**src/rtl/fetch_unit.sv**
```systemverilog
// Instruction fetch stage: owns the fetch PC, issues single-outstanding imem reads
// and loads the IF/ID register, squashing fetches made stale by a redirect.
module fetch_unit #(
    parameter logic [31:0] RESET_PC  = 32'h0000_0000,
    parameter logic [31:0] NOP_INSTR = 32'h0000_0013
) (
    input  logic        clk,
    input  logic        rst_n,
    input  logic        PCsrcE,
    input  logic [31:0] PCTargetE,
    input  logic        StallD,
    input  logic        FlushD,
    output logic        imem_req,
    output logic [31:0] imem_addr,
    input  logic        imem_ready,
    input  logic        imem_rvalid,
    input  logic [31:0] imem_rdata,
    output logic [31:0] InstrD,
    output logic [31:0] PCD,
    output logic [31:0] PCPlus4D,
    output logic        ValidD
);
    typedef enum logic [1:0] {REQ, WAIT, HOLD} state_t;

    state_t      r_state;
    state_t      w_stateNext;
    logic [31:0] r_pcF;
    logic [31:0] w_pcFNext;
    logic        r_kill;
    logic        w_killNext;
    logic [31:0] r_bufInstr;
    logic [31:0] w_bufInstrNext;
    logic        w_load;
    logic [31:0] w_loadInstr;
    logic [31:0] w_pcPlus4F;

    logic [31:0] r_instrD;
    logic [31:0] r_pcD;
    logic [31:0] r_pcPlus4D;
    logic        r_validD;

    assign w_pcPlus4F = r_pcF + 32'd4;
    assign imem_req   = rst_n && (r_state == REQ);
    assign imem_addr  = r_pcF;
    assign InstrD     = r_instrD;
    assign PCD        = r_pcD;
    assign PCPlus4D   = r_pcPlus4D;
    assign ValidD     = r_validD;

    always_comb begin
        w_stateNext    = r_state;
        w_pcFNext      = r_pcF;
        w_killNext     = r_kill;
        w_bufInstrNext = r_bufInstr;
        w_load         = 1'b0;
        w_loadInstr    = imem_rdata;
        unique case (r_state)
            REQ: begin
                // A redirect coinciding with acceptance leaves a response in flight that must be dropped.
                if (imem_ready) begin
                    w_stateNext = WAIT;
                    w_killNext  = PCsrcE;
                end
            end
            WAIT: begin
                if (imem_rvalid) begin
                    w_stateNext = REQ;
                    w_killNext  = 1'b0;
                    if (!r_kill && !PCsrcE) begin
                        if (StallD) begin
                            w_stateNext    = HOLD;
                            w_bufInstrNext = imem_rdata;
                        end else begin
                            w_load = 1'b1;
                        end
                    end
                end else if (PCsrcE) begin
                    w_killNext = 1'b1;
                end
            end
            HOLD: begin
                if (PCsrcE) begin
                    w_stateNext = REQ;
                end else if (!StallD) begin
                    w_stateNext = REQ;
                    w_load      = 1'b1;
                    w_loadInstr = r_bufInstr;
                end
            end
            default: w_stateNext = REQ;
        endcase
        if (PCsrcE) begin
            w_pcFNext = PCTargetE;
        end else if (w_load) begin
            w_pcFNext = w_pcPlus4F;
        end
    end

    always_ff @(posedge clk) begin
        if (!rst_n) begin
            r_state    <= REQ;
            r_pcF      <= RESET_PC;
            r_kill     <= 1'b0;
            r_bufInstr <= NOP_INSTR;
        end else begin
            r_state    <= w_stateNext;
            r_pcF      <= w_pcFNext;
            r_kill     <= w_killNext;
            r_bufInstr <= w_bufInstrNext;
        end
    end

    // IF/ID register: flush beats stall, stall beats a load, otherwise a bubble goes in.
    always_ff @(posedge clk) begin
        if (!rst_n) begin
            r_instrD   <= NOP_INSTR;
            r_pcD      <= 32'd0;
            r_pcPlus4D <= 32'd0;
            r_validD   <= 1'b0;
        end else if (FlushD) begin
            r_instrD   <= NOP_INSTR;
            r_pcD      <= 32'd0;
            r_pcPlus4D <= 32'd0;
            r_validD   <= 1'b0;
        end else if (!StallD) begin
            if (w_load) begin
                r_instrD   <= w_loadInstr;
                r_pcD      <= r_pcF;
                r_pcPlus4D <= w_pcPlus4F;
                r_validD   <= 1'b1;
            end else begin
                r_instrD <= NOP_INSTR;
                r_validD <= 1'b0;
            end
        end
    end

endmodule

```
**config.mk**
```make
export PLATFORM = sky130hd
export DESIGN_NAME = fetch_unit
export DESIGN_NICKNAME = d
export VERILOG_FILES = /design/src/rtl/fetch_unit.sv
export SDC_FILE = /design/constraint.sdc
export NUM_CORES = 1
export LEC_CHECK = 0
export ABC_AREA = 0
export CAP_MARGIN = 20
export CORE_AREA = 2 2 144 146
export DETAILED_ROUTE_END_ITERATION = 8
export DIE_AREA = 0 0 146 148
export GPL_ROUTABILITY_DRIVEN = 1
export GPL_TIMING_DRIVEN = 0
export PLACE_DENSITY_LB_ADDON = 0.1
export SYNTH_ARGS = -nofsm -noshare
export SYNTH_HDL_FRONTEND = slang
export SYNTH_SLANG_ARGS = --single-unit
```
**constraint.sdc**
```tcl
create_clock -name clk -period 3.8 [get_ports clk]
set_input_delay 1.14 -clock clk [delete_from_list [all_inputs] [get_ports clk]]
set_output_delay 1.14 -clock clk [all_outputs]
set_load 0.05 [all_outputs]
```
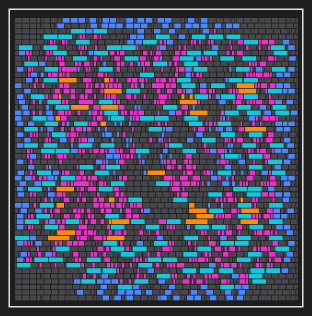
Figure 1: run 1, cell classes on the final placement.
Drawn at 2 px/um. Fill, decap, tap and diode cells in grey.
Key: clock drivers and dummy loads = orange [cells 31]; remaining buffers and delay cells = blue [cells 275]; combinational and other logic = magenta [cells 603]; sequential cells = cyan [cells 162]
total non-filler cell area in the finished layout: 10000 um2
sequential portion of the cell area: 32.4%
final design utilization: 50.0%

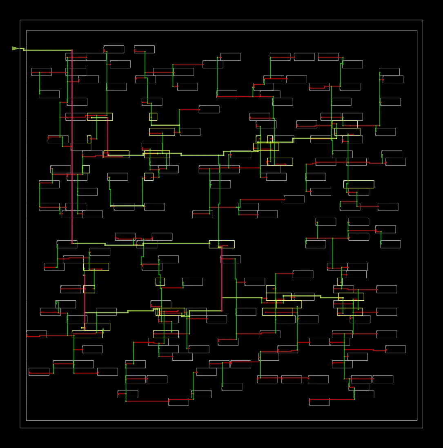
Figure 2: run 1, clock wiring as the flow saved it.
clock buffers: 19
number of clock sinks seen by CTS: 162

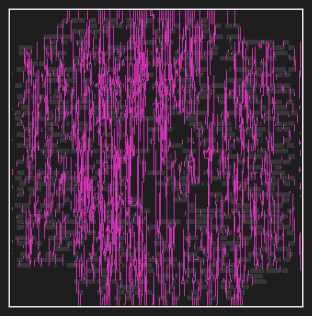
Figure 3: run 1, the metal 2 layer.
Drawn at 2 px/um. Cells faint in the background.
The layer holds 47% of the routed length. The layer carries 11100 um of wire.
via count of the routed design: 6592
total wirelength of the detailed-routed design: 23600 um

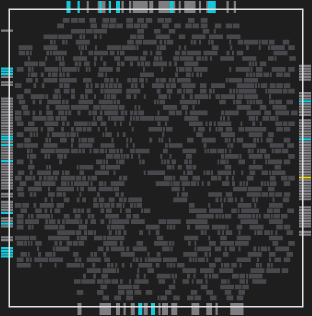
Figure 4: run 1, ports around the boundary.
Drawn at 2 px/um. Pins as bars across the die edge, other pins in grey.
Key: `PCD` = cyan [pins 32, direction output, edge 13 top, 13 left, 4 bottom, 2 right]; `imem_ready` = yellow [pins 1, direction input, edge right]
All pins by edge: 58 left, 55 right, 47 top, 41 bottom.
PortBufs: 198
width of the die: 146 um
DIE HEIGHT: 148 um

==> results.py, run 1 <==
# Auto-generated metrics
metrics = {
    "outcome": {
        "run_status": "completed",
    },
    "timing": {
        "layout_min_cycle_time_ns": 3.57,
        "setup_viol": 0,
        "finalClockSkew_ns": 0.0104,
        "post-route-worst-setup-slack_ns": 0.227,
    },
    "critical_path": {
        "critical_path_buf_inv_count": 4,
        "startpoint_type": "input port",
        "timing.critical_path.depth": 5,
        "cp_data_arrival_time_ns": 2.43,
        "critical_path.reg2reg.startpoint": "r_state[0]",
        "critPathSlowestCell": "sky130_fd_sc_hd__clkbuf_1",
    },
    "route": {
        "wl_met1_um": 10500,
        "route.top_layer_used": "met4",
        "dr.first_iter.drc_count": 454,
        "dr_wl_met2_um": 11100,
    },
    "die": {
        "core-area_um2": 20000,
        "die_area_um2": 21600,
    },
    "layout": {
        "layout.nets": 1135,
        "drive_above_1_share_pct": 6.63,
        "area_share_nonclk_buffers_pct": 23.2,
        "largest_class": "combinational gates",
        "layout_top_cell": "sky130_fd_sc_hd__clkdlybuf4s50_1",
        "layout.filler_cells": 1978,
        "area.share.combinational_pct": 34.9,
        "final.signal_buffer_count": 275,
    },
    "clock_tree": {
        "postCtsSetupRepairBufs": 0,
        "clock_tree_buffer_depth": 2,
        "cts_bufs_inserted": 17,
        "ctsHtreeMaxLevel": 4,
    },
    "yosys": {
        "synth-edff-count": 0,
        "synth.area.mux_share_pct": 5.43,
        "simple_share_synth_pct": 19.7,
        "syn_area_um2": 7100,
        "synth-xor-area-share_pct": 5.67,
        "postSynth.asyncResetShare_pct": 0,
        "yosysTopAreaCell": "sky130_fd_sc_hd__dfxtp_1",
        "synthAoiAreaFrac_pct": 17.5,
        "mappedNetlistNets": 917,
    },
    "global_route": {
        "grt_first_pass_wirelength_um": 36900,
        "via_count_of_the_first_global_routing_pass": 6468,
        "gr-max-usage-layer": "met2",
    },
    "placement": {
        "post-place-ws_ns": -0.469,
    },
    "pwr": {
        "peakVddDrop_v": 0.000291,
        "cellLeakagePower_nw": 3.59,
    },
    "min_path": {
        "holdPathEnd": "r_bufInstr[9]",
    },
}
[run 1: tightest hold or removal path, stage by stage, from the launching register on]
cell and delay (ns):
sky130_fd_sc_hd__dfxtp_1 0.31, sky130_fd_sc_hd__nand2_1 0.05, sky130_fd_sc_hd__a21oi_1 0.05
[run 1: power breakdown]
| part | internal, W | total, W | switching (W) |
|---|---|---|---|
| Clock | 0.00103 | 0.00175 | 0.000715 |
| Combinational | 0.000201 | 0.000495 | 0.000295 |
| Sequential | 0.00173 | 0.00177 | 0.0000391 |
| Total | 0.00297 | 0.00402 | 0.00105 |
[run 1: registers in the layout (all words and copies together), names as in the netlist]
signal,cells
ValidD,1
r_bufInstr,32
r_state,2
r_kill,1
imem_addr,32
PCPlus4D,30
PCD,32
InstrD,32
==> run 2, diff against run 1 <==
==> constraint.sdc (replaced) <==
create_clock -name clk -period 3.8 [get_ports clk]
set_input_delay 0.76 -clock clk [delete_from_list [all_inputs] [get_ports clk]]
set_output_delay 0.76 -clock clk [all_outputs]
set_load 0.05 [all_outputs]
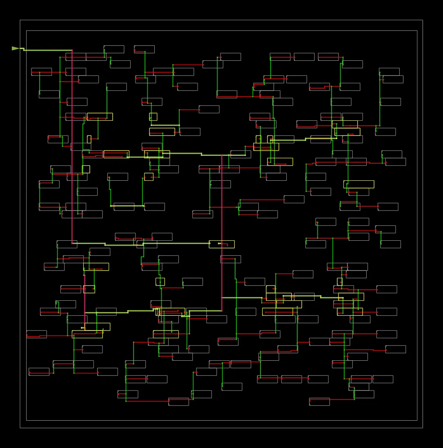
Figure 5: run 2, clock wiring as the flow saved it.
clk ins delay skew pair: 0.43 ns
cts bufs inserted: 17
reported clock group power: 0.00175 W

==> results.py, run 2 <==
# Auto-generated metrics
metrics = {
    "outcome": {
        "run_status": "completed",
    },
    "global_route": {
        "grt_first_pass_wirelength_um": 36900,
        "via_count_of_the_first_global_routing_pass": 6468,
        "gr-max-usage-layer": "met2",
    },
    "timing": {
        "post-route-worst-setup-slack_ns": 0.341,
        "setup_viol": 0,
        "layout_min_cycle_time_ns": 3.46,
        "finalClockSkew_ns": 0.00905,
    },
    "layout": {
        "layout.nets": 1135,
        "final.signal_buffer_count": 275,
        "nClkBuffers": 19,
        "layout.filler_cells": 1980,
        "area.share.combinational_pct": 34.9,
        "comb.multi_input.count": 595,
        "area_share_nonclk_buffers_pct": 23.2,
        "layout_top_cell": "sky130_fd_sc_hd__clkdlybuf4s50_1",
        "largest_class": "combinational gates",
        "seq-cell-share_pct": 32.4,
    },
    "min_path": {
        "holdPathEnd": "r_bufInstr[9]",
    },
    "yosys": {
        "mappedNetlistNets": 917,
        "postSynth.asyncResetShare_pct": 0,
        "syn_area_um2": 7100,
        "synth-edff-count": 0,
        "yosysTopAreaCell": "sky130_fd_sc_hd__dfxtp_1",
    },
    "route": {
        "route.top_layer_used": "met4",
        "vias": 6598,
        "dr_wl_met2_um": 11200,
        "dr.first_iter.drc_count": 450,
        "wl_met1_um": 10500,
    },
    "die": {
        "die_y_um": 148,
        "fp.dieW_um": 146,
        "core-area_um2": 20000,
        "die_area_um2": 21600,
    },
    "clock_tree": {
        "clock-sinks": 162,
        "ctsHtreeMaxLevel": 4,
        "postCtsSetupRepairBufs": 0,
        "clock_tree_buffer_depth": 2,
    },
    "critical_path": {
        "critical_path.reg2reg.startpoint": "r_state[0]",
        "startpoint_type": "input port",
        "timing.critical_path.depth": 5,
        "critical_path_buf_inv_count": 4,
    },
    "placement": {
        "io_buffers": 198,
        "post-place-ws_ns": 0.291,
    },
}
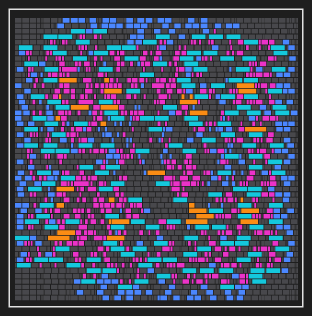
Figure 6: run 2, cell classes on the final placement.
Drawn at 2 px/um. Fill, decap, tap and diode cells in grey.
Key: sequential cells = cyan [cells 162]; combinational and other logic = magenta [cells 603]; clock drivers and dummy loads = orange [cells 31]; remaining buffers and delay cells = blue [cells 275]

==> run 2: tightest hold or removal path, stage by stage, from the launching register on <==
cell and delay (ns):
sky130_fd_sc_hd__dfxtp_1 0.31, sky130_fd_sc_hd__nand2_1 0.05, sky130_fd_sc_hd__a21oi_1 0.05
==> run 2: logic make-up after synthesis <==
group | synth area share, %
flip-flops | 45.7
buffers and inverters | 5.11
XOR/XNOR | 5.67
adder cells (fa/ha/maj) | 0.881
AND-OR/OR-AND | 17.5
multiplexers | 5.43
AND/OR/NAND/NOR | 19.7
==> run 2: where the power goes <==
group          total [W]  switching, W  internal (W)
registers        0.00177     0.0000390       0.00173
clock network    0.00175      0.000716       0.00103
logic           0.000495      0.000295      0.000201
==> run 3, diff against run 2 <==
Settings changed: PLACE_DENSITY from default to 0.65, PLACE_DENSITY_LB_ADDON 0.1 to default.
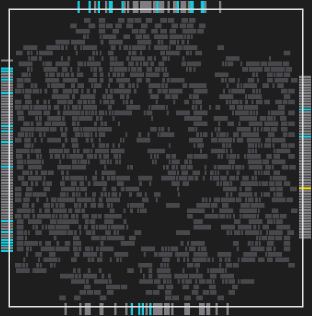
Figure 7: run 3, ports around the boundary.
Drawn at 2 px/um. Pins as bars across the die edge, other pins in grey.
Key: `imem_ready` = yellow [pins 1, direction input, edge right]; `PCD` = cyan [pins 32, direction output, edge 14 left, 12 top, 4 bottom, 2 right]
All pins by edge: 69 left, 60 right, 39 top, 33 bottom.

==> results.py, run 3 <==
# Auto-generated metrics
metrics = {
    "outcome": {
        "run_status": "completed",
    },
    "clock_tree": {
        "postCtsSetupRepairBufs": 0,
        "clock-sinks": 162,
        "clock_tree_buffer_depth": 2,
        "cts_bufs_inserted": 17,
        "clk_ins_delay_skew_pair_ns": 0.43,
    },
    "route": {
        "wl_met1_um": 10600,
        "dr_wl_met2_um": 11000,
        "route.top_layer_used": "met4",
        "vias": 6776,
    },
    "timing": {
        "finalClockSkew_ns": 0.0135,
        "post-route-worst-setup-slack_ns": 0.239,
        "layout_min_cycle_time_ns": 3.56,
    },
    "layout": {
        "layout.nets": 1134,
        "seq-cell-share_pct": 32.4,
        "layout_top_cell": "sky130_fd_sc_hd__clkdlybuf4s50_1",
        "layout.filler_cells": 1963,
        "final.signal_buffer_count": 274,
        "area.share.combinational_pct": 35.0,
    },
    "pwr": {
        "power_frac_seq_pct": 44.7,
        "main_power_group": "sequential cells",
        "p_sw_w": 0.00105,
        "sequentialPower_w": 0.00178,
        "p_comb_w": 0.000497,
        "p_int_w": 0.00292,
        "powerClk_w": 0.00170,
        "power.switching_fraction_pct": 26.4,
    },
    "yosys": {
        "mappedNetlistNets": 917,
        "synth.area.mux_share_pct": 5.43,
        "synth-xor-area-share_pct": 5.67,
        "netlist_logic_family_top": "simple AND/OR/NAND/NOR gates",
        "synth.cellmix.adderShare_pct": 0.881,
        "postSynth.asyncResetShare_pct": 0,
        "syn_area_um2": 7100,
        "yosysTopAreaCell": "sky130_fd_sc_hd__dfxtp_1",
    },
    "critical_path": {
        "startpoint_type": "input port",
        "critical_path_buf_inv_count": 4,
        "timing.critical_path.depth": 5,
    },
    "global_route": {
        "via_count_of_the_first_global_routing_pass": 6579,
        "grt_first_pass_wirelength_um": 36800,
    },
    "die": {
        "fp.dieW_um": 146,
        "die_area_um2": 21600,
        "die_y_um": 148,
        "core-area_um2": 20000,
    },
    "placement": {
        "io_buffers": 198,
        "post-place-ws_ns": 0.273,
    },
    "min_path": {
        "holdPathEnd": "r_bufInstr[5]",
    },
}
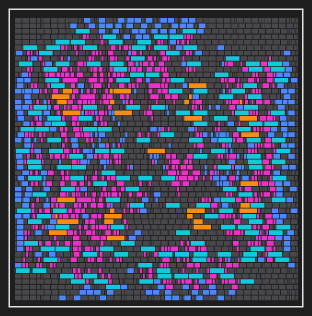
Figure 8: run 3, cell classes on the final placement.
Drawn at 2 px/um. Fill, decap, tap and diode cells in grey.
Key: remaining buffers and delay cells = blue [cells 274]; combinational and other logic = magenta [cells 603]; sequential cells = cyan [cells 162]; clock drivers and dummy loads = orange [cells 31]

## run 3: cell counts after synthesis
Identical to the previous run, type by type.
## run 3: worst reg2reg max path, cell delays in order, from the launching register on
cell and delay (ns):
sky130_fd_sc_hd__dfxtp_1 0.35, sky130_fd_sc_hd__inv_1 0.08, sky130_fd_sc_hd__ha_1 0.23, sky130_fd_sc_hd__and3b_1 0.21
sky130_fd_sc_hd__o211ai_1 0.87, sky130_fd_sc_hd__clkbuf_1 0.49, sky130_fd_sc_hd__a2bb2oi_1 0.24, sky130_fd_sc_hd__nor2_1 0.05
## run 3: worst max-delay path by stage
stage	end	slack, ns
2_1_floorplan	imem_req	1.10
3_3_place_gp	imem_req	0.23
3_5_place_dp	imem_req	0.27
4_1_cts	imem_req	0.27
5_1_grt	imem_req	0.19
6_report	imem_req	0.24
No activity file was given, so power comes from the tool's default toggle rates.
